Fig. 1: run 1, met1 routing
The bar under the picture is 50 µm long. Supply wires on this layer in gray.
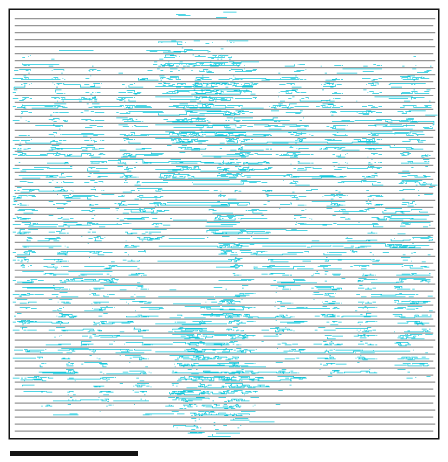
Fig. 2: run 1, metal 2
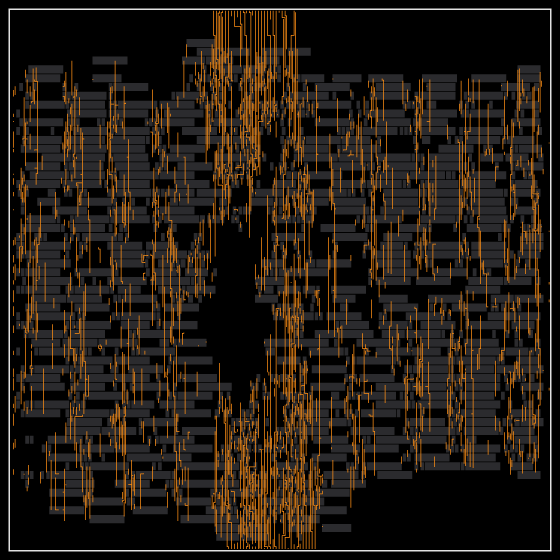
Fig. 3: run 1, M3 wires
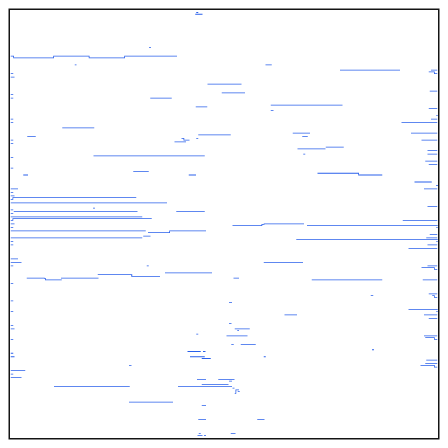
--- src/rtl/fft_pkg.sv ---
// fft_pkg: numeric format shared by the R2MDC FFT pipeline (Q7.8 components, complex samples)
// Provides DATA_W/FRAC_BITS/INT_BITS, the complex sample width and a packed complex type.
package fft_pkg;
    localparam int DATA_W    = 16;
    localparam int FRAC_BITS = 8;
    localparam int INT_BITS  = 7;
    localparam int CPLX_W    = 2 * DATA_W;
    typedef struct packed {
        logic [DATA_W-1:0] re;
        logic [DATA_W-1:0] im;
    } cplx_t;
    function automatic cplx_t to_cplx(input logic [DATA_W-1:0] re, input logic [DATA_W-1:0] im);
        return '{re: re, im: im};
    endfunction
endpackage

--- src/rtl/r2mdc_delay_line.sv ---
// r2mdc_delay_line: enabled shift register, DEPTH stages of WIDTH bits, synchronously cleared
// Ports: clk, rst (sync, active-high clear), en (shift enable), din, dout (din from DEPTH enables ago).
module r2mdc_delay_line
    import fft_pkg::*;
#(
    parameter int WIDTH = CPLX_W,
    parameter int DEPTH = 4
) (
    input  logic             clk,
    input  logic             rst,
    input  logic             en,
    input  logic [WIDTH-1:0] din,
    output logic [WIDTH-1:0] dout
);
    logic [WIDTH-1:0] mem [DEPTH];
    always_ff @(posedge clk) begin
        if (rst) begin
            for (int i = 0; i < DEPTH; i++) mem[i] <= '0;
        end else if (en) begin
            mem[0] <= din;
            for (int i = 1; i < DEPTH; i++) mem[i] <= mem[i-1];
        end
    end
    assign dout = mem[DEPTH-1];
endmodule

--- src/rtl/r2mdc_commutator.sv ---
// r2mdc_commutator: R2MDC delay-commutator presenting (x[j], x[j+D]) pairs to the next butterfly
// Ports: clk, rst (sync, active-high); in_valid with lanes in0 (upper, Y0) and in1 (lower, Y1);
//        registered out_valid with out0 (butterfly A) and out1 (butterfly B). Data is passed bit-exact.
module r2mdc_commutator
    import fft_pkg::*;
#(
    parameter int DELAY  = 4,
    parameter int DATA_W = fft_pkg::DATA_W
) (
    input  logic              clk,
    input  logic              rst,
    input  logic              in_valid,
    input  logic [DATA_W-1:0] in0_re,
    input  logic [DATA_W-1:0] in0_im,
    input  logic [DATA_W-1:0] in1_re,
    input  logic [DATA_W-1:0] in1_im,
    output logic              out_valid,
    output logic [DATA_W-1:0] out0_re,
    output logic [DATA_W-1:0] out0_im,
    output logic [DATA_W-1:0] out1_re,
    output logic [DATA_W-1:0] out1_im
);
    localparam int LD = $clog2(DELAY);
    localparam int FW = $clog2(DELAY + 1);
    localparam int CW = 2 * DATA_W;
    logic [LD:0]   cnt;
    logic [FW-1:0] fill;
    logic          primed, sw;
    logic [CW-1:0] in0, in1, d1, top, bot, dtop;
    assign in0    = {in0_re, in0_im};
    assign in1    = {in1_re, in1_im};
    assign sw     = cnt[LD];
    assign primed = fill == FW'(DELAY);
    // 2x2 switch: lane 0 goes straight up in the first half of each 2D window, down in the second
    assign top    = sw ? d1 : in0;
    assign bot    = sw ? in0 : d1;
    r2mdc_delay_line #(.WIDTH(CW), .DEPTH(DELAY)) u_dl_lower (
        .clk(clk), .rst(rst), .en(in_valid), .din(in1), .dout(d1)
    );
    r2mdc_delay_line #(.WIDTH(CW), .DEPTH(DELAY)) u_dl_upper (
        .clk(clk), .rst(rst), .en(in_valid), .din(top), .dout(dtop)
    );
    always_ff @(posedge clk) begin
        if (rst) begin
            cnt       <= '0;
            fill      <= '0;
            out_valid <= 1'b0;
            {out0_re, out0_im, out1_re, out1_im} <= '0;
        end else begin
            // a gap cycle drops out_valid but leaves the data registers holding
            out_valid <= in_valid & primed;
            if (in_valid) begin
                cnt  <= cnt + 1'b1;
                fill <= primed ? fill : fill + 1'b1;
                {out0_re, out0_im} <= dtop;
                {out1_re, out1_im} <= bot;
            end
        end
    end
endmodule
--- config.mk ---
export PLATFORM = sky130hd
export DESIGN_NAME = r2mdc_commutator
export DESIGN_NICKNAME = d
export VERILOG_FILES = /design/src/rtl/fft_pkg.sv /design/src/rtl/r2mdc_delay_line.sv /design/src/rtl/r2mdc_commutator.sv
export SDC_FILE = /design/constraint.sdc
export NUM_CORES = 1
export LEC_CHECK = 0
export ABC_AREA = 1
export CAP_MARGIN = 20
export CORE_MARGIN = 1.5
export CORE_UTILIZATION = 50
export DETAILED_ROUTE_END_ITERATION = 6
export DONT_BUFFER_PORTS = 1
export PLACE_DENSITY = 0.76
export SLEW_MARGIN = 5
export SYNTH_ARGS = -nofsm -noshare
export SYNTH_HDL_FRONTEND = slang
export SYNTH_HIERARCHICAL = 1
export SYNTH_SLANG_ARGS = --single-unit
--- constraint.sdc ---
create_clock -name clk -period 2.45 [get_ports clk]
set_input_delay 0.49 -clock clk [delete_from_list [all_inputs] [get_ports clk]]
set_output_delay 0.49 -clock clk [all_outputs]
set_load 0.05 [all_outputs]
==> CHANGELOG.md, run 1 <==
### Metrics

- Final instance area: 14600 µm²
- Ys Warns: 6
- Critical path arrival: 1.21 ns
- Post-Place Setup Slack: 0.817 ns
- Overall Power: 12400 µW
- First-pass iteration count of the detailed router: 7
- Seq/Total Area, Yosys: 68.1%
- Clock sink total: between 300 and 400
- Cell count after synthesis: 1354
- Final hold vios: 0
- R2R setup slack: 0.91 ns
- Max cap viols: 0
- Critical path capture point: out1_im[15]
- Post-synth regs: about 330
- Yosys cell count: 1354
- P_leak: around 0.0065 µW
- Logic pwr share: around 4.6%
- Wire length per cell: ~12 µm
- Slew @ Worst Pin: 0.908 ns
- Final Cycle Share: 69.2%
- Seq power: 6730 µW
- Area after DPL: ~13000 µm²
- Antenna cell count: 0
- Min-delay src: rst
- Total CTS buffers: 35
- Gr ovfl total: 0
- Clk root buf: clkbuf_16
- Top cells, area: edfxtp_1, nor2_1, dfxtp_1, inv_1, nand2_1
- Cts repair resizes: 0
- Area leader, netlist: edfxtp_1
- Fraction of registers with async set or reset after synthesis: 0%
- DP Cell Count: approximately 1600
- Worst Reg-to-Reg Cells: 6
- Starting DRT DRC Count: 369
- Worst-Skew Late Latency: 0.49 ns
- DIE AREA: 27700 µm²
- Worst hold path depth: 1
- Dominant flop cell: edfxtp_1
- Status: finished with violations
- PD cells: between 800 and 900 nW/µm²
- Fillers: around 2200
- R2r endpoint: out1_re[4]
- Dominant logic cell type in the layout: nor2_1
- And-or/or-and share of the synthesized area: 1.57%
- Vias in the first global route: 6928
- CP Class: reg -> out
- Number of enable flip-flop cells: 256
- Synthesized area per cell: about 9.9 µm²
- Core outline area: 26100 µm²
- Share of post-route cells with drive strength above 1: under 10%
- RSZ-0062 raised after global routing: false
- Met2 wire len: a little over 9000 µm
- Hold Crit Class: in -> reg
- Number of non-filler instances in the completed layout: 1704
- DRC: 10
- Final-report max-slew violation count: 0
- Critical Path Fanout Max: 2
- Synth Net Count: 1424
- Max layer used: met4
- Sw Pwr: 2760 µW
- Slack of the critical path: between 0.7 and 0.8 ns
- # port buffers: 0
- Peak Freq: 0.589 GHz
- Int Power: 9620 µW
- Worst EP required: 1.96 ns
- H-Tree Depth: 2
- Post-synthesis simple-gate area fraction: between 15 and 20%
- GRT Total Usage: around 14%
- Routed vias/inst: 4.49
- Standard-cell rows: 59
- Setup violators final: 0
- Sw frac: 22.3%
- CP endpoint kind: output pin
- Hold Path End: cnt[0]
- CTS Buffer Depth: 3
- Largest net degree at the start of global routing: 109
- Post-synth cell types: 20
- Initial antenna violation count: 0
- Nets: 1413
- Pwr top: sequential cells
- Worst-path clk slew: about 0.06 ns
- Peak supply drop: 0.000717 V
- Combinational cell power: 574 µW
- Seq pwr share: 54.3%
- Global route hottest layer: met2
- Die Span Y: 167 µm
- Top cells excl fill/tap: nor2_1, inv_1, edfxtp_1
- Startpoint types: flop
- CTS tree: built
- P_clk: 5080 µW
- Routed met3 length: 1300 µm
- Failing checks: design-rule violations
- IO Pins: 132
- Setup tns final: 0 ns
- Detailed placer's ending HPWL: 12200 µm
- Top area contributor share: 57.5%
- Crit. path cell count: 0
- M1 WL: 8600 µm
- Most frequent cell after synthesis: nor2_1
- First-pass GRT wire length: 32300 µm
- Gpl congestion: 0.896
- Fin crit period: about 1.7 ns
- Largest logic family: simple AND/OR/NAND/NOR gates
- Die X: 167 µm
- P&R area growth vs syn: 9.39%
- Max-Slew Margin vs Limit: between 30 and 40%
About Fig. 1:
The layer carries 8600 µm of wire. The wires run mostly horizontal. The layer holds 43% of the routed length.
final wirelength: 19900 µm
DR vias: 7657
GR Util met1: 16.6%

About Fig. 2:
The longest straight run is 64.6 µm. 927 nets have wire on it. The layer carries 9240 µm of wire. The layer holds 46% of the routed length. The wires run mostly vertical.
GRT met2 Usage: 24.1%

About Fig. 3:
107 nets have wire on it. The wires run mostly horizontal. The longest straight run is 60.5 µm.
M3 GR Usage: 4.40%

-- run 1: registers in the layout, summed over array words and instances, names as in the netlist --
signal / flops
cnt: 3
fill: 3
out0_im: 16
out0_re: 16
out1_im: 16
out1_re: 16
out_valid: 1
u_dl_lower/mem: 128
u_dl_upper/mem: 128
-- run 1: per-stage QoR --
stage | hold WS, ns | util, %
detailed placement | 0.456 | 51.7
floorplan | 0.447 | -
global route | 0.0420 | 56.0
finish | 0.0728 | 56.0
global placement | 0.454 | 51.7
CTS | 0.0432 | 56.0
-- run 1: layout make-up --
cell class	instances	area, µm²	area share, %
sequential	327	9110	62.3
multi-input combinational	668	2660	18.2
inverter	296	1110	7.59
clock buffer	42	945	6.46
tap	335	419	2.86
timing repair buffer	15	200	1.37
clock inverter	21	186	1.27
## Run 2: what changed since run 1
--- a/config.mk
+++ b/config.mk
@@ -11,7 +11,7 @@
 export CORE_UTILIZATION = 50
 export DETAILED_ROUTE_END_ITERATION = 6
 export DONT_BUFFER_PORTS = 1
-export PLACE_DENSITY = 0.76
+export PLACE_DENSITY = 0.73
 export SLEW_MARGIN = 5
 export SYNTH_ARGS = -nofsm -noshare
 export SYNTH_HDL_FRONTEND = slang
==> constraint.sdc (replaced) <==
create_clock -name clk -period 1.6 [get_ports clk]
set_input_delay 0.32 -clock clk [delete_from_list [all_inputs] [get_ports clk]]
set_output_delay 0.32 -clock clk [all_outputs]
set_load 0.05 [all_outputs]
Fig. 4: run 2, metal 2
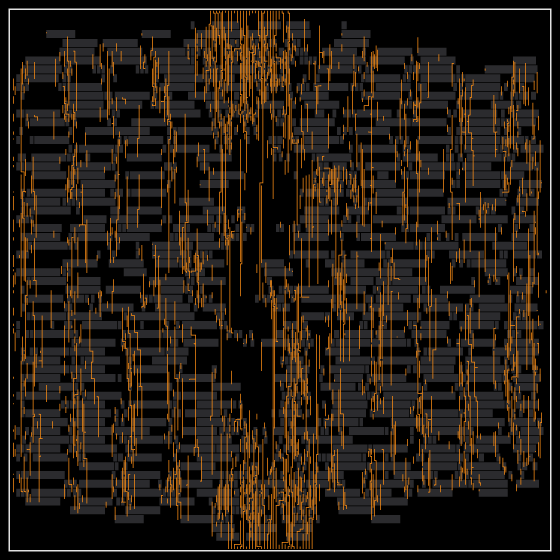
The layer holds 46% of the routed length. The longest straight run is 74.3 µm. The layer carries 9230 µm of wire.
DR vias: 7632
GRT met2 Usage: 24.9%

Fig. 5: run 2, M3 wires
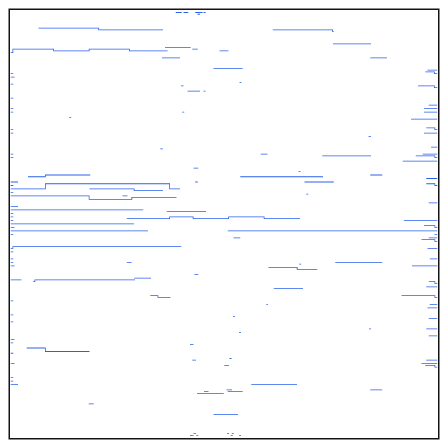
The longest straight run is 81.2 µm. The wires run mostly horizontal. 107 nets have wire on it.
M3 GR Usage: 4.42%
final wirelength: 20200 µm

==> run 2 against run 1 <==
- the flow still finishes with violations (design-rule violations)
- clock skew is 0.0012 ns lower
- clock-buffer cell count fell by 2
- via count shrank 0.33%
==> CHANGELOG.md, run 2 <==
### Metrics

- Status: finished with violations
- Failing checks: design-rule violations
- Bufs w/o clock: 23 (+8)
- Area after DPL: 13500 µm² (+0.15%)
- NonClk Buf Share: 2.14% (+0.77 points)
- Hold Slack: 0.0147 ns (-0.0581 ns)
- Wire length per cell: 11.8 µm (+0.95%)
- Worst hold path depth: 2 (+1)
- Die Span Y: 167 µm (unchanged)
- CTS tree: built
- Number of non-filler instances in the completed layout: 1713 (+0.53%)
- Final hold vios: 0 (unchanged)
- Worst-path clk slew: 0.06 ns (about the same)
- Synthesis area per yosys: 13400 µm²
- Synth Net Count: 1424 (unchanged)
- Combinational gate count: 668 (unchanged)
- Gpl congestion: 0.900 (+0.49%)
- Post-Place Setup Slack: 0.229 ns (-0.587 ns)
- Worst EP required: 1.28 ns (-0.68 ns)
- Crit. path cell count: 0 (unchanged)
- GRT Total Usage: 15.0% (+0.72 points)
- Top cells excl fill/tap: nor2_1, inv_1, edfxtp_1
- Largest logic family: simple AND/OR/NAND/NOR gates
- Commonest cells post-synth: nor2_1, inv_1, edfxtp_1
- Seq/Total Area, Yosys: 68.1% (unchanged)
- Setup bufs post-CTS: 0
- Nets: 1422 (+0.64%)
- Total CTS buffers: 36 (+2.9%)
- MI comb area: 2660 µm² (unchanged)
- Min-delay src: in_valid
- Slew @ Worst Pin: 0.651 ns (-0.256 ns)
- Peak supply drop: 0.00105 V (+47%)
- Setup tns final: 0 ns (unchanged)
- Fillers: 2236 (+2.6%)
- Post-synthesis simple-gate area fraction: 17.8% (unchanged)
- Final instance area: 14900 µm² (+1.7%)
- Setup violators final: 0 (unchanged)
- Clk root buf: clkbuf_16
- Logic pwr share: 4.8% (+0.2 points)
- Flop area: 9110 µm² (unchanged)
- Critical Path Fanout Max: 2 (unchanged)
- And-or/or-and share of the synthesized area: 1.57% (unchanged)
- Dominant logic cell type in the layout: nor2_1
- H-Tree Depth: 2 (unchanged)
- Antenna cell count: 0 (unchanged)
- Vias in the first global route: 7164 (+3.4%)
- Fraction of area in multi-input gates: 17.9% (-0.30 points)
- Largest regs: u_dl_lower/mem (128), u_dl_upper/mem (128)
- RSZ-0062 raised after global routing: false
- Peak Freq: 0.656 GHz
- Post-synth cell types: 20 (unchanged)
- Top cells, area: edfxtp_1, nor2_1, dfxtp_1, inv_1, nand2_1
- Hold Buf Count CTS: 6
- Seq area share: 61.3% (-1.0 points)
- Sequential cell count: 327 (unchanged)
- P&R area growth vs syn: 11.2%
- Standard-cell rows: 59 (unchanged)
- Worst-Skew Late Latency: 0.50 ns (about the same)
- Final Cycle Share: 95.2%
- DRC: 12 (+2)
- XOR/XNOR Area Share: 0.0655%
- Invs w/o clock: 296 (unchanged)
- Ys Warns: 6 (unchanged)
- Fraction of registers with async set or reset after synthesis: 0% (unchanged)
- Layout Utilization: 56.9% (+0.92 points)
- Layout Skew: between 0.007 and 0.008 ns
- DP Cell Count: 1642 (+0.061%)
- First-pass iteration count of the detailed router: 7 (unchanged)
- Top area contributor share: 57.5% (unchanged)
- DIE AREA: 27700 µm² (unchanged)
- Final-report max-slew violation count: 0 (unchanged)
- Clock share of power: 43.1%
- First-pass GRT wire length: 33700 µm (+4.5%)
- Core outline area: 26100 µm² (unchanged)
- Die X: 167 µm (unchanged)
- Gr ovfl total: 0 (unchanged)
- Cts repair resizes: 0 (unchanged)
- Hold Crit Class: in -> reg
- Seq pwr share: 52.1% (-2.2 points)
- Area leader, netlist: edfxtp_1
- Worst Reg-to-Reg Cells: 4 (-2)
- Post-synth regs: 327 (unchanged)
- Initial antenna violation count: 0 (unchanged)
- Yosys cell count: 1354 (unchanged)
- N_taps: 335 (unchanged)
- Share of post-route cells with drive strength above 1: 6.24% (+0.91 points)
- Dominant kind of cell by area: sequential cells
- Overall Power: 19700 µW (+60%)
- Fin crit period: 1.52 ns
- Synthesized area per cell: 9.88 µm² (unchanged)
- IO Pins: 132 (unchanged)
- Detailed placer's ending HPWL: 11900 µm (-2.8%)
- Startpoint types: flop
- Cell count after synthesis: 1354 (unchanged)
- Slack of the critical path: 0.0766 ns (-0.677 ns)
- Critical path arrival: 1.20 ns (about the same)
- P_leak: 0.00663 µW (+1.9%)
- CTS Buffer Depth: 3 (unchanged)
- Dominant flop cell: edfxtp_1
- Clock sink total: 327 (unchanged)
- Clkbuf count: 40 (-4.8%)
- Worst r2r src: fill[0]
- PD cells: 1330 nW/µm² (+57%)
- Number of enable flip-flop cells: 256 (unchanged)
- Post-route ant nets: 0
- Int Power: 15400 µW (+60%)
- Initial Utilization: between 50% and 60%
- Largest net degree at the start of global routing: 129 (+18%)
- Max-Slew Margin vs Limit: 56.6% (+17 points)
- Clk cell area share: 8.44% (+0.71 points)
- Max cap viols: 0 (unchanged)
- Routed vias/inst: 4.46 (-0.85%)
- CP endpoint kind: output pin
- # port buffers: 0 (unchanged)
- Synthesized cell area: 13400 µm²
- Sw frac: 22.0% (-0.27 points)
- Most frequent cell after synthesis: nor2_1
- CP Class: reg -> out
- Sw Pwr: 4350 µW (+58%)
- Starting DRT DRC Count: 440 (+19%)
==> run 2: power by group through the flow <==
stage	clock network (µW)	logic (µW)	registers, µW
5_1_grt	9120	1100	10400
6_report	8510	939	10300
3_5_place_dp	0	894	10500
3_3_place_gp	0	874	10500
2_1_floorplan	0	819	10400
4_1_cts	8790	951	10300
==> run 2: layer usage <==
layer	vias up	global-route usage [%]	part of all wire, %
li1	4082	-	-
met1	3313	17.8	43
met2	178	24.9	46
met3	59	4.42	6.3
met4	0	7.35	4.7
met5	-	0	0
==> run 2: worst paths after layout <==
kind,slack [ns],to
worst max-delay path,0.08,out1_im[15]
worst min-delay path,0.01,out0_re[6]
worst max register to register,0.41,out_valid
worst min register to register,0.47,out0_re[0]
No activity file was given, so power comes from the tool's default toggle rates.
